Figure 1. A small window of the routed layout (run 1).
Window x 33 to 63, y 66 to 96 µm. Cells in grey, sequential cells in the stronger grey; small squares are vias.
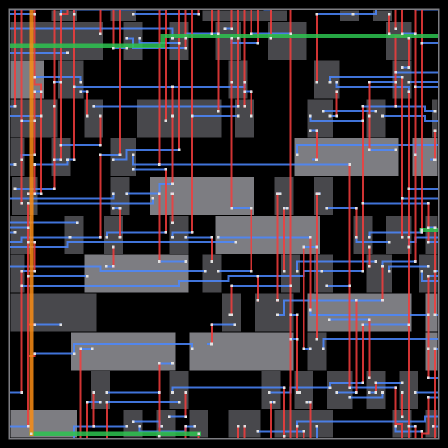
Figure 2. Signal wires on met1 (run 1).
Drawn at 3 px/µm. Supply wires on this layer in grey.
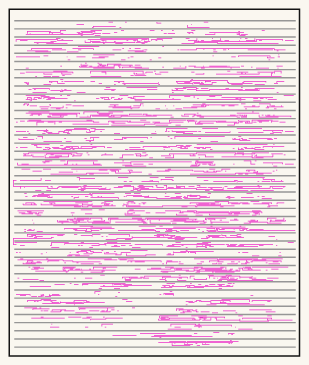
Figure 3. Metal layers overlaid (run 1).
Drawn at 3 px/µm. Two of the layers only.
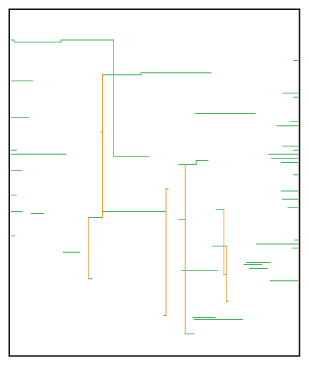
===== src/rtl/nabp_filter_feeder_pkg.sv =====
// Shared nabp definitions: sample width, feeder state encoding,
// and the Avalon-ST error constant.
`ifndef NABP_AST_ERROR
`define NABP_AST_ERROR 2'b00
`endif

package nabp_filter_feeder_pkg;

    localparam int kDataLength = 16;

    typedef enum logic [1:0] {
        IDLE  = 2'd0,
        READ  = 2'd1,
        PAD   = 2'd2,
        DRAIN = 2'd3
    } feeder_state_e;

endpackage


===== src/rtl/nabp_filter_feeder_if.sv =====
// Avalon-ST link between the feeder source and the filter sink.
interface nabp_filter_feeder_if
    import nabp_filter_feeder_pkg::*;
#(
    parameter int DATA_W = kDataLength
);
    logic [DATA_W:0] data;
    logic            valid;
    logic            ready;
    logic [1:0]      error;
    logic            sop;
    logic            eop;

    modport master (
        output data, valid, error, sop, eop,
        input  ready
    );

    modport slave (
        input  data, valid, error, sop, eop,
        output ready
    );
endinterface


===== src/rtl/nabp_skid_fifo.sv =====
// Two-entry FIFO, entry 0 is the head; push and pop may
// happen in the same cycle, including when full.
module nabp_skid_fifo #(
    parameter int W = 8
) (
    input  logic         clk,
    input  logic         reset,
    input  logic         push,
    input  logic         pop,
    input  logic [W-1:0] din,
    output logic [W-1:0] dout,
    output logic         empty,
    output logic         full,
    output logic [1:0]   count
);
    logic [W-1:0] e0;
    logic [W-1:0] e1;
    logic [1:0]   cnt;

    always_ff @(posedge clk) begin
        if (reset) begin
            e0  <= '0;
            e1  <= '0;
            cnt <= 2'd0;
        end else begin
            case ({push, pop})
                2'b10: begin
                    if (cnt == 2'd0) e0 <= din;
                    else if (cnt == 2'd1) e1 <= din;
                    if (cnt != 2'd2) cnt <= cnt + 2'd1;
                end
                2'b01: begin
                    e0 <= e1;
                    if (cnt != 2'd0) cnt <= cnt - 2'd1;
                end
                2'b11: begin
                    if (cnt == 2'd2) begin
                        e0 <= e1;
                        e1 <= din;
                    end else begin
                        e0 <= din;
                        if (cnt == 2'd0) cnt <= 2'd1;
                    end
                end
                default: ;
            endcase
        end
    end

    assign dout  = e0;
    assign empty = (cnt == 2'd0);
    assign full  = (cnt == 2'd2);
    assign count = cnt;
endmodule


===== src/rtl/nabp_filter_feeder.sv =====
// Streams one projection line from RAM into the ramp filter sink,
// followed by PAD_LEN zero beats, through a 2-entry skid FIFO.
module nabp_filter_feeder
    import nabp_filter_feeder_pkg::*;
#(
    parameter int DATA_W      = kDataLength,
    parameter int NUM_SAMPLES = 256,
    parameter int PAD_LEN     = 64,
    parameter int LINE_W      = 8,
    parameter int ADDR_W      = 16
) (
    input  logic              clk,
    input  logic              reset,
    input  logic              start,
    input  logic [LINE_W-1:0] line_idx,
    output logic              busy,
    output logic              done,
    output logic              mem_rd_en,
    output logic [ADDR_W-1:0] mem_rd_addr,
    input  logic [DATA_W-1:0] mem_rd_data,
    nabp_filter_feeder_if.master ast
);
    localparam int TOTAL = NUM_SAMPLES + PAD_LEN;
    localparam int CNT_W = $clog2(TOTAL + 1);
    localparam int FW    = DATA_W + 3;

    feeder_state_e     state, state_nx;
    logic [ADDR_W-1:0] base;
    logic [CNT_W-1:0]  issue_cnt, pad_cnt, xfer_cnt;
    logic              rd_vld, rd_sop, rd_eop;
    logic              issue, pad_push;
    logic              last_issue, last_pad, last_xfer;
    logic              fifo_push, fifo_pop, fifo_empty, fifo_full;
    logic [1:0]        fifo_cnt, used;
    logic [FW-1:0]     fifo_din, fifo_dout;

    assign last_issue = (issue_cnt == CNT_W'(NUM_SAMPLES - 1));
    assign last_pad   = (pad_cnt == CNT_W'(PAD_LEN - 1));
    assign last_xfer  = (xfer_cnt == CNT_W'(TOTAL - 1));
    assign fifo_pop   = !fifo_empty && ast.ready;

    // Slots committed after this edge; a pop frees one for a new read.
    assign used = fifo_cnt + {1'b0, rd_vld} - {1'b0, fifo_pop};

    always_comb begin
        state_nx = state;
        issue    = 1'b0;
        pad_push = 1'b0;
        unique case (state)
            IDLE: if (start) state_nx = READ;
            READ: begin
                if (used < 2'd2) begin
                    issue = 1'b1;
                    if (last_issue)
                        state_nx = (PAD_LEN == 0) ? DRAIN : PAD;
                end
            end
            PAD: begin
                // Wait for the last read to land so pads stay behind it.
                if (!rd_vld && (!fifo_full || fifo_pop)) begin
                    pad_push = 1'b1;
                    if (last_pad) state_nx = DRAIN;
                end
            end
            DRAIN: if (fifo_pop && last_xfer) state_nx = IDLE;
        endcase
    end

    always_ff @(posedge clk) begin
        if (reset) begin
            state     <= IDLE;
            base      <= '0;
            issue_cnt <= '0;
            pad_cnt   <= '0;
            xfer_cnt  <= '0;
            rd_vld    <= 1'b0;
            rd_sop    <= 1'b0;
            rd_eop    <= 1'b0;
            done      <= 1'b0;
        end else begin
            state  <= state_nx;
            done   <= (state == DRAIN) && (state_nx == IDLE);
            rd_vld <= issue;
            rd_sop <= issue && (issue_cnt == '0);
            rd_eop <= issue && last_issue && (PAD_LEN == 0);
            if (state == IDLE && start) begin
                base      <= ADDR_W'(line_idx) * ADDR_W'(NUM_SAMPLES);
                issue_cnt <= '0;
                pad_cnt   <= '0;
                xfer_cnt  <= '0;
            end else begin
                if (issue)    issue_cnt <= issue_cnt + 1'b1;
                if (pad_push) pad_cnt   <= pad_cnt + 1'b1;
                if (fifo_pop) xfer_cnt  <= xfer_cnt + 1'b1;
            end
        end
    end

    assign fifo_push = rd_vld || pad_push;
    assign fifo_din  = rd_vld ? {1'b0, mem_rd_data, rd_sop, rd_eop}
                              : {{(DATA_W + 1){1'b0}}, 1'b0, last_pad};

    nabp_skid_fifo #(.W(FW)) u_fifo (
        .clk   (clk),
        .reset (reset),
        .push  (fifo_push),
        .pop   (fifo_pop),
        .din   (fifo_din),
        .dout  (fifo_dout),
        .empty (fifo_empty),
        .full  (fifo_full),
        .count (fifo_cnt)
    );

    assign busy        = (state != IDLE);
    assign mem_rd_en   = issue;
    assign mem_rd_addr = base + ADDR_W'(issue_cnt);
    assign ast.data    = fifo_dout[FW-1:2];
    assign ast.valid   = !fifo_empty;
    assign ast.sop     = !fifo_empty && fifo_dout[1];
    assign ast.eop     = !fifo_empty && fifo_dout[0];
    assign ast.error   = `NABP_AST_ERROR;
endmodule


===== src/flat_wrapper.sv =====
// flat-port wrapper written by rule: the top's interface ports become plain ports
module nabp_filter_feeder_flat import nabp_filter_feeder_pkg::*;
#(
    parameter int DATA_W      = kDataLength,
    parameter int NUM_SAMPLES = 256,
    parameter int PAD_LEN     = 64,
    parameter int LINE_W      = 8,
    parameter int ADDR_W      = 16
)
  (clk, reset, start, line_idx, busy, done, mem_rd_en, mem_rd_addr, mem_rd_data, ast_data, ast_valid, ast_error, ast_sop, ast_eop, ast_ready);
  nabp_filter_feeder_if #(.DATA_W(DATA_W)) ast_i ();
  input  logic clk;
  input  logic reset;
  input  logic start;
  input  logic [LINE_W-1:0] line_idx;
  output logic busy;
  output logic done;
  output logic mem_rd_en;
  output logic [ADDR_W-1:0] mem_rd_addr;
  input  logic [DATA_W-1:0] mem_rd_data;
  output wire logic [$bits(ast_i.data)-1:0] ast_data;
  output wire logic [$bits(ast_i.valid)-1:0] ast_valid;
  output wire logic [$bits(ast_i.error)-1:0] ast_error;
  output wire logic [$bits(ast_i.sop)-1:0] ast_sop;
  output wire logic [$bits(ast_i.eop)-1:0] ast_eop;
  input wire logic [$bits(ast_i.ready)-1:0] ast_ready;
  assign ast_data = ast_i.data;
  assign ast_valid = ast_i.valid;
  assign ast_error = ast_i.error;
  assign ast_sop = ast_i.sop;
  assign ast_eop = ast_i.eop;
  assign ast_i.ready = ast_ready;
  nabp_filter_feeder #(.DATA_W(DATA_W), .NUM_SAMPLES(NUM_SAMPLES), .PAD_LEN(PAD_LEN), .LINE_W(LINE_W), .ADDR_W(ADDR_W)) u_core (.clk(clk), .reset(reset), .start(start), .line_idx(line_idx), .busy(busy), .done(done), .mem_rd_en(mem_rd_en), .mem_rd_addr(mem_rd_addr), .mem_rd_data(mem_rd_data), .ast(ast_i));
endmodule

===== config.mk =====
export PLATFORM = sky130hd
export DESIGN_NAME = nabp_filter_feeder_flat
export DESIGN_NICKNAME = d
export VERILOG_FILES = /design/src/rtl/nabp_filter_feeder_pkg.sv /design/src/rtl/nabp_filter_feeder_if.sv /design/src/rtl/nabp_skid_fifo.sv /design/src/rtl/nabp_filter_feeder.sv /design/src/flat_wrapper.sv
export SDC_FILE = /design/constraint.sdc
export NUM_CORES = 1
export LEC_CHECK = 0
export ABC_AREA = 1
export CAP_MARGIN = 20
export CELL_PAD_IN_SITES_DETAIL_PLACEMENT = 1
export CELL_PAD_IN_SITES_GLOBAL_PLACEMENT = 1
export CORE_ASPECT_RATIO = 1.2
export CORE_UTILIZATION = 40
export DETAILED_ROUTE_END_ITERATION = 7
export DONT_BUFFER_PORTS = 1
export GPL_ROUTABILITY_DRIVEN = 0
export PLACE_DENSITY_LB_ADDON = 0.12
export RECOVER_POWER = 50
export SYNTH_ARGS = -nofsm -noshare
export SYNTH_HDL_FRONTEND = slang
export SYNTH_SLANG_ARGS = --single-unit

===== constraint.sdc =====
create_clock -name clk -period 3.5 [get_ports clk]
set_input_delay 0.35 -clock clk [delete_from_list [all_inputs] [get_ports clk]]
set_output_delay 0.35 -clock clk [all_outputs]
set_load 0.1 [all_outputs]

==> results.yml, run 1 <==
# synthesis and place-and-route metrics
placement:
  pre_cts_ws_ns: 0.8755
  placed_cell_area_um2: 4318
  hpwlAfterDp_um: 7886
  portBuffers: 0
finish:
  post-route-util_pct: 44.72
  inv_count: 79
  buffers: 23
  ff_count: 78
  regArea_um2: 1562
  lay_top_cells: "nand2_1, dfxtp_1, inv_1, nand3_1, nor2_1"
  postLayoutCellArea_um2: 4566
  final_cells: 742
  comb.multi_input.count: 420
  syn_to_final_growth_pct: 7.103
  fillers: 1361
  largest_class: "logic gates"
  drive_gt1_share_pct: 7.468
  clk_share_pct: 6.879
  fin_nets: 649
  layout_top_cell: "nand2_1"
synth:
  synth_async_sr_flop_share_pct: 0
  netlist_instances: 626
  edf_count: 0
  ys_sh_mux_pct: 0
  topCombFamilyByArea: "simple AND/OR/NAND/NOR gates"
  ys_sh_simple_pct: 31.96
  top_area_share_pct: 36.63
  synth_warnings: 0
  compound_area_share_pct: 10.33
  synthDistinctLibCells: 31
  netlist.top_cell.by_area: "dfxtp_1"
  synthTopCellsByCount: "nand2_1, dfxtp_1, inv_1"
flow_run:
  warnings: 29
  maxCapViolations: 0
clocking:
  clk_pin_slew_worst_paths_ns: 0.06
  cts_sinks: 78
  cts_setup_buffers: 0
  numCtsBuffers: 9
  clockBufferDepth: 2
  cts_hold_buf: 0
  htreeDepth: 3
  cts_resized: 0
  cts-root-buf: "clkbuf_16"
  cts_tree: "done"
  worstSkewPairLatency_ns: 0.34
timing:
  setup_viol: 0
  clock_skew_ns: 0.005073
  min_period_over_period_pct: 88.83
  slew_headroom_pct: 4.242
  drv_slew: 0
  fin_ws_ns: 0.3911
  rsz0062_at_grt: "false"
  finalCriticalPeriod_ns: 3.109
  finalHoldViolations: 0
  timing.setup.tns_ns: 0
setup_path:
  cp_max_fo: 16
  critPathBufInv: 4
  r2r_cells: 12
  path_common_cell: "nand2_1"
  cp_num_cells: 11
  r2r-start: "u_core.issue_cnt[1]$_SDFFE_PP0P_"
  required_ns: 3.15
  cp-endpoint: "mem_rd_en"
  path_delay_family: "simple AND/OR/NAND/NOR gates"
  worst_r2r_endpoint: "u_core.state[0]$_SDFF_PP0_"
  crit_chain: "inv_1, ha_1, inv_2, nand2_4, nand2_1, nand2_1, nand2_1, and2_0, nand2_4, inv_1, buf_4"
  endpoint_kind: "primary output"
  reg2reg_slack_ns: 0.66
  cp-start-kind: "flip-flop"
  slowest_delay_ns: 0.44
  cp.arrival_ns: 2.76
die:
  die_area_um2: 11080
  io_pins: 69
  die_x_um: 96.24
  fp.dieH_um: 115.1
  rows: 40
  fp_util_pct: 41.75
detailed_routing:
  dr_wl_met2_um: 5554
  viasPerCell: 5.140
  dr_wl_met3_um: 350
  drt_pass1_iterations: 4
  ant_nets: 0
  finalWirelength_um: 11060
  via_count: 3814
min_path:
  hold-path-endpoint: "u_core.u_fifo.e1[4]$_SDFFE_PP0P_"
pwr:
  powerDensity_nw_per_um2: 593.1
  ir_drop_v: 0.0002464
  p_leak_nw: 2.062
global_route:
  grt_pass1_wl_um: 18240
  use_met2_pct: 38.68
  antenna_found_initial: 0
  grtUsageMet3_pct: 4.167
outcome:
  status: "finished, final reports clean"
Back to the opening pictures, Figure 1:
- M3: green
- M4: orange
- M2: red
- M1: blue
- netlist names of flops here include: u_core.base (2), u_core.u_fifo.dout (2)
- sequential cells in the window: 8
- most frequent: nor2_1 (14), nand2_1 (10), inv_1 (10)
- cells with their middle in the window: 61

Back to the opening pictures, Figure 2:
- longest straight run: 28.1 µm
- wire length on this layer: 4910 µm
- nets with wire on the layer: 601
- share of all routed wire: 44%

Back to the opening pictures, Figure 3:
- M4: orange (wire length 246 µm)
- M3: green (wire length 351 µm)

==> run 1: flip-flops by register name, summed over array words and instances, names as in the netlist <==
| signal | cells |
|---|---|
| u_core.done | 1 |
| u_core.u_fifo.count | 2 |
| u_core.pad_cnt | 9 |
| u_core.base | 8 |
| u_core.u_fifo.dout | 18 |
| u_core.xfer_cnt | 9 |
| u_core.rd_sop | 1 |
| u_core.u_fifo.e1 | 18 |
| u_core.issue_cnt | 9 |
| u_core.rd_vld | 1 |
| u_core.state | 2 |
==> run 1: power by group <==
part / internal (mW) / switching [mW] / total, mW
clock network: 0.620 / 0.384 / 1.00
registers: 0.944 / 0.278 / 1.22
logic: 0.112 / 0.371 / 0.482
==> run 2: changes to the inputs <==
--- a/config.mk
+++ b/config.mk
@@ -18,4 +18,5 @@
 export RECOVER_POWER = 50
 export SYNTH_ARGS = -nofsm -noshare
 export SYNTH_HDL_FRONTEND = slang
+export SYNTH_HIERARCHICAL = 1
 export SYNTH_SLANG_ARGS = --single-unit
==> results.yml, run 2 <==
# synthesis and place-and-route metrics
synth:
  ys_sh_mux_pct: 0
  netlist_instances: 625
  synth_warnings: 6
  topCombFamilyByArea: "simple AND/OR/NAND/NOR gates"
  ys_sh_simple_pct: 29.51
  synth_async_sr_flop_share_pct: 0
  top_area_share_pct: 37.36
  edf_count: 0
  synthTopCellsByCount: "nand2_1, inv_1, dfxtp_1"
  compound_area_share_pct: 13.31
  ys_ff: 80
  netlist.top_cell.by_area: "dfxtp_1"
placement:
  placed_cell_area_um2: 4468
  hpwlAfterDp_um: 7604
  portBuffers: 0
setup_path:
  endpoint_kind: "primary output"
  cp-start-kind: "flip-flop"
  required_ns: 3.15
  worst_r2r_endpoint: "u_core/done$_SDFF_PP0_"
  r2r-start: "u_core/u_fifo/count[0]$_SDFFE_PP0P_"
  cp_num_cells: 10
  slowest_delay_ns: 0.53
  crit_chain: "inv_1, ha_1, nor2_2, buf_4, ha_1, inv_1, nand2_1, nand3_1, nand3_2, inv_2"
  reg2reg_slack_ns: 0.58
  cp-endpoint: "mem_rd_en"
  path_delay_family: "buffers and inverters"
  cp.arrival_ns: 2.76
  critPathBufInv: 4
detailed_routing:
  drt_pass1_iterations: 4
  dr_wl_met2_um: 5408
  ant_nets: 0
  finalWirelength_um: 10530
  viasPerCell: 5.007
  dr_wl_met3_um: 423
clocking:
  worstSkewPairLatency_ns: 0.34
  numCtsBuffers: 9
  cts-root-buf: "clkbuf_16"
  cts_resized: 0
  htreeDepth: 3
  clockBufferDepth: 2
  cts_setup_buffers: 0
  cts_tree: "done"
  cts_hold_buf: 0
  clk_pin_slew_worst_paths_ns: 0.05
  cts_sinks: 80
outcome:
  status: "finished, final reports clean"
finish:
  syn_to_final_growth_pct: 10.25
  layout_top_cell: "nand2_1"
  postLayoutCellArea_um2: 4726
  fin_nets: 670
  drive_gt1_share_pct: 7.729
  lay_top_cells: "nand2_1, inv_1, dfxtp_1, nor2_1, a21oi_1"
timing:
  slew_headroom_pct: 7.688
  finalCriticalPeriod_ns: 3.108
  drv_slew: 0
  min_period_over_period_pct: 88.81
  setup_viol: 0
  finalHoldViolations: 0
  rsz0062_at_grt: "false"
pwr:
  switching_power_mw: 1.464
  p_leak_nw: 2.208
  powerDensity_nw_per_um2: 708.2
  switching_share_pct: 43.74
  pwr.group.combinational_mw: 0.742
  ir_drop_v: 0.0002614
  largestPowerGroup: "sequential cells"
  pwr-share-seq_pct: 46.5
  clkPwrFrac_pct: 31.4
  power.internal_mw: 1.883
  clk-power_mw: 1.05
min_path:
  hold-path-endpoint: "u_core/rd_vld$_SDFF_PP0_"
global_route:
  grt_pass1_wl_um: 17610
  antenna_found_initial: 0
die:
  fp.dieH_um: 115.4
  die_area_um2: 11140
  io_pins: 69
  die_x_um: 96.50
flow_run:
  maxCapViolations: 0
==> run 2: cell type report <==
cell class                      count  area (µm²)
Clock buffer                       14       274.0
Clock inverter                      2       60.06
Fill cell                        1397        5739
Inverter                           90       341.6
Multi-Input combinational cell    425        2151
Sequential cell                    80        1602
Tap cell                          129       161.4
Timing Repair Buffer               23       136.4
==> run 2: through the flow <==
stage / setup WS [ns] / cells / hold slack [ns] / util, %
after global routing: 0.1700 / 763 / 0.06570 / 45.16
after floorplan: 0.7509 / 628 / 0.4224 / -
after global placement: 0.8761 / 747 / 0.4262 / 42.69
after detailed placement: 0.7114 / 747 / 0.4274 / 42.69
final: 0.3918 / 763 / 0.07731 / 45.16
after CTS: 0.3592 / 763 / 0.06575 / 45.89
Figure 4. Congestion heat map (run 2).
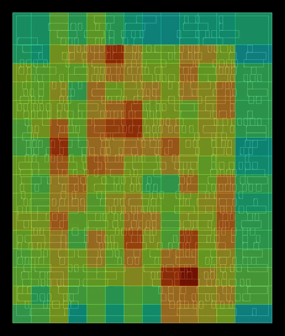
met1 Usage GRT: 22.91%
GRT busiest layer: met2
met2 Track Usage GR: 37.14%
M3 GR Usage: 5.159%
final core utilization: 45.16%

Figure 5. Metal layers overlaid (run 2).
Drawn at 3 px/µm. Two of the layers only.
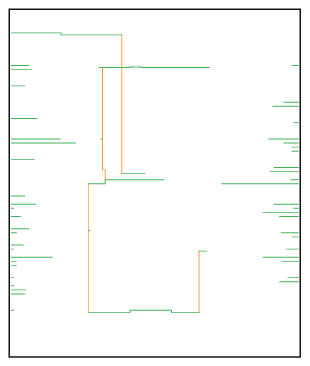
- M4: orange (wire length 148 µm)
- M3: green (wire length 424 µm)
routed len/inst: 13.81 µm
Via Count: 3820

Figure 6. Logic cells by family (run 2).
Drawn at 4 px/µm.
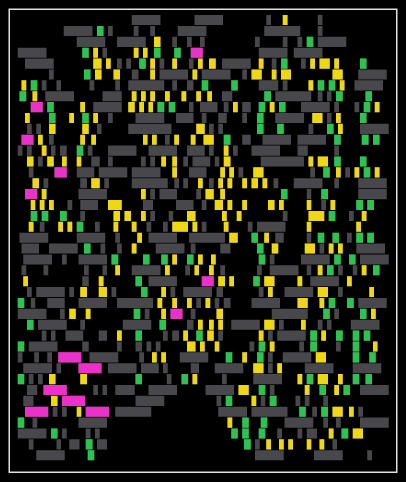
- nand cells: yellow (cells 201; where widely spread)
- xor and xnor cells: magenta (cells 13)
- aoi and oai cells: green (cells 114; where widely spread)

==> run 3: changes to the inputs <==
--- a/config.mk
+++ b/config.mk
@@ -14,6 +14,7 @@
 export DETAILED_ROUTE_END_ITERATION = 7
 export DONT_BUFFER_PORTS = 1
 export GPL_ROUTABILITY_DRIVEN = 0
+export HOLD_SLACK_MARGIN = 0.15
 export PLACE_DENSITY_LB_ADDON = 0.12
 export RECOVER_POWER = 50
 export SYNTH_ARGS = -nofsm -noshare
==> results.yml, run 3 <==
# synthesis and place-and-route metrics
placement:
  pre_cts_ws_ns: 0.7114
  placed_cell_area_um2: 4468
  portBuffers: 0
  hpwlAfterDp_um: 7604
setup_path:
  crit_chain: "inv_1, ha_1, nor2_2, buf_4, ha_1, inv_1, nand2_1, nand3_1, nand3_2, inv_2"
  path_delay_family: "buffers and inverters"
  r2r-start: "u_core/u_fifo/count[0]$_SDFFE_PP0P_"
  slowest_delay_ns: 0.53
  cp-start-kind: "flip-flop"
  cp.arrival_ns: 2.76
  required_ns: 3.15
  endpoint_kind: "primary output"
  critPathBufInv: 4
  reg2reg_slack_ns: 0.58
finish:
  fin_nets: 671
  postLayoutCellArea_um2: 4736
  comb.multi_input.count: 425
  syn_to_final_growth_pct: 10.48
  clk_share_pct: 7.054
  buffers: 24
  bufAreaShareNonClock_pct: 3.091
  drive_gt1_share_pct: 7.717
  ff_count: 80
  mi_logic_area_um2: 2151
  seq_share_pct: 33.82
  fillers: 1398
  inv_count: 90
  lay_top_cells: "nand2_1, inv_1, dfxtp_1, nor2_1, a21oi_1"
  regArea_um2: 1602
  clkbuf_count: 14
die:
  nWellTaps: 129
  die_x_um: 96.50
  io_pins: 69
  fp.dieH_um: 115.4
  rows: 41
clocking:
  numCtsBuffers: 9
  cts-root-buf: "clkbuf_16"
  htreeDepth: 3
  cts_tree: "done"
  clockBufferDepth: 2
  clk_pin_slew_worst_paths_ns: 0.06
  worstSkewPairLatency_ns: 0.34
  cts_sinks: 80
timing:
  rsz0062_at_grt: "false"
  slew_headroom_pct: 7.688
  drv_slew: 0
  min_period_over_period_pct: 88.75
  finalCriticalPeriod_ns: 3.106
  setup_viol: 0
  finalHoldViolations: 0
synth:
  compound_area_share_pct: 13.31
  netlist.top_cell.by_area: "dfxtp_1"
  syn-cell-area_um2: 4287
  synth_warnings: 6
  edf_count: 0
  synthFlopType: "dfxtp_1"
  ys_sh_mux_pct: 0
  topCombFamilyByArea: "simple AND/OR/NAND/NOR gates"
  top_area_share_pct: 37.36
  synth_async_sr_flop_share_pct: 0
  synthTopCellsByCount: "nand2_1, inv_1, dfxtp_1"
  ys_ff: 80
  netlist_instances: 625
detailed_routing:
  dr_wl_met2_um: 5437
  via_count: 3841
  dr_wl_met3_um: 423
  finalWirelength_um: 10580
  ant_nets: 0
  drt_pass1_iterations: 4
  wl_per_cell_um: 13.84
outcome:
  status: "finished, final reports clean"
pwr:
  pwr-share-seq_pct: 46.4
  p_leak_nw: 2.212
  switching_share_pct: 43.75
  switching_power_mw: 1.465
  power.internal_mw: 1.884
  powerDensity_nw_per_um2: 707.1
  clk-power_mw: 1.05
  pwr.group.combinational_mw: 0.744
  ir_drop_v: 0.0002614
  clkPwrFrac_pct: 31.4
  largestPowerGroup: "sequential cells"
global_route:
  use_met2_pct: 37.00
  busiest_layer: "met2"
  antenna_found_initial: 0
  grt_pass1_wl_um: 17640
  grt_pass1_vias: 3871
flow_run:
  maxCapViolations: 0
## run 3: through the flow
stage | hold WS, ns | power [mW] | std cells
finish | 0.1759 | 3.349 | 764
global route | 0.1742 | 3.519 | 764
detailed placement | 0.4274 | 2.342 | 747
CTS | 0.1647 | 3.413 | 764
global placement | 0.4262 | 2.310 | 747
floorplan | 0.4224 | 2.176 | 628
## run 3: worst paths after layout
check	end	cells after the start
min reg2reg	u_core/pad_cnt[6]$_SDFFE_PP0P_	2
max	mem_rd_en	10
max reg2reg	u_core/done$_SDFF_PP0_	10
min	u_core/base[13]$_SDFFE_PP0P_	2
## run 3: what timing repair did
item	CTS	global route
setup buffers	0	0
endpoints found under the hold margin	3	0
gates resized	0	0
hold buffers	1	0
Figure 7. Logic cells by family (run 3).
Drawn at 4 px/µm.
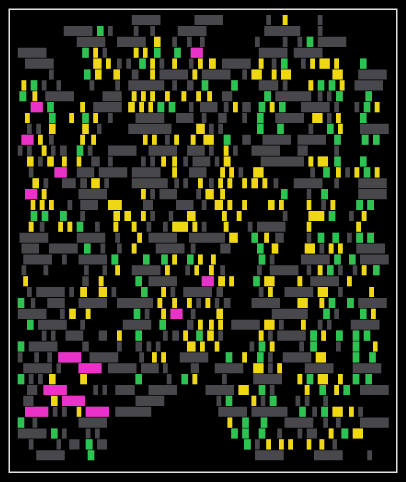
- aoi and oai cells: green (cells 114; where widely spread)
- xor and xnor cells: magenta (cells 13)
- nand cells: yellow (cells 201; where widely spread)
Cell Count, Final, Fillers Out: 764
Commonest Layout Cell: nand2_1
Comb/total area: 45.42%

Figure 8. Congestion heat map (run 3).
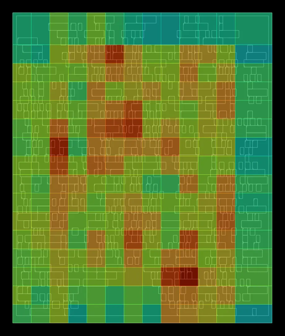
M3 GR Usage: 5.026%
met1 Usage GRT: 23.11%
final core utilization: 45.25%

Figure 9. A small window of the routed layout (run 3).
Window x 33 to 63, y 66 to 96 µm. Cells in grey, sequential cells in the stronger grey; small squares are vias.
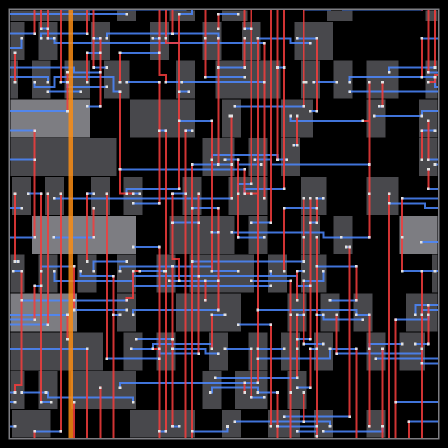
- M4: orange
- M2: red
- M1: blue
- most frequent: nand2_1 (26), inv_1 (13), ha_1 (7)
- cells with their middle in the window: 75
- sequential cells in the window: 3
- netlist names of flops here include: u_core/u_fifo/count (2), u_core/xfer_cnt (1)

Power is estimated from default activity; no workload was simulated.
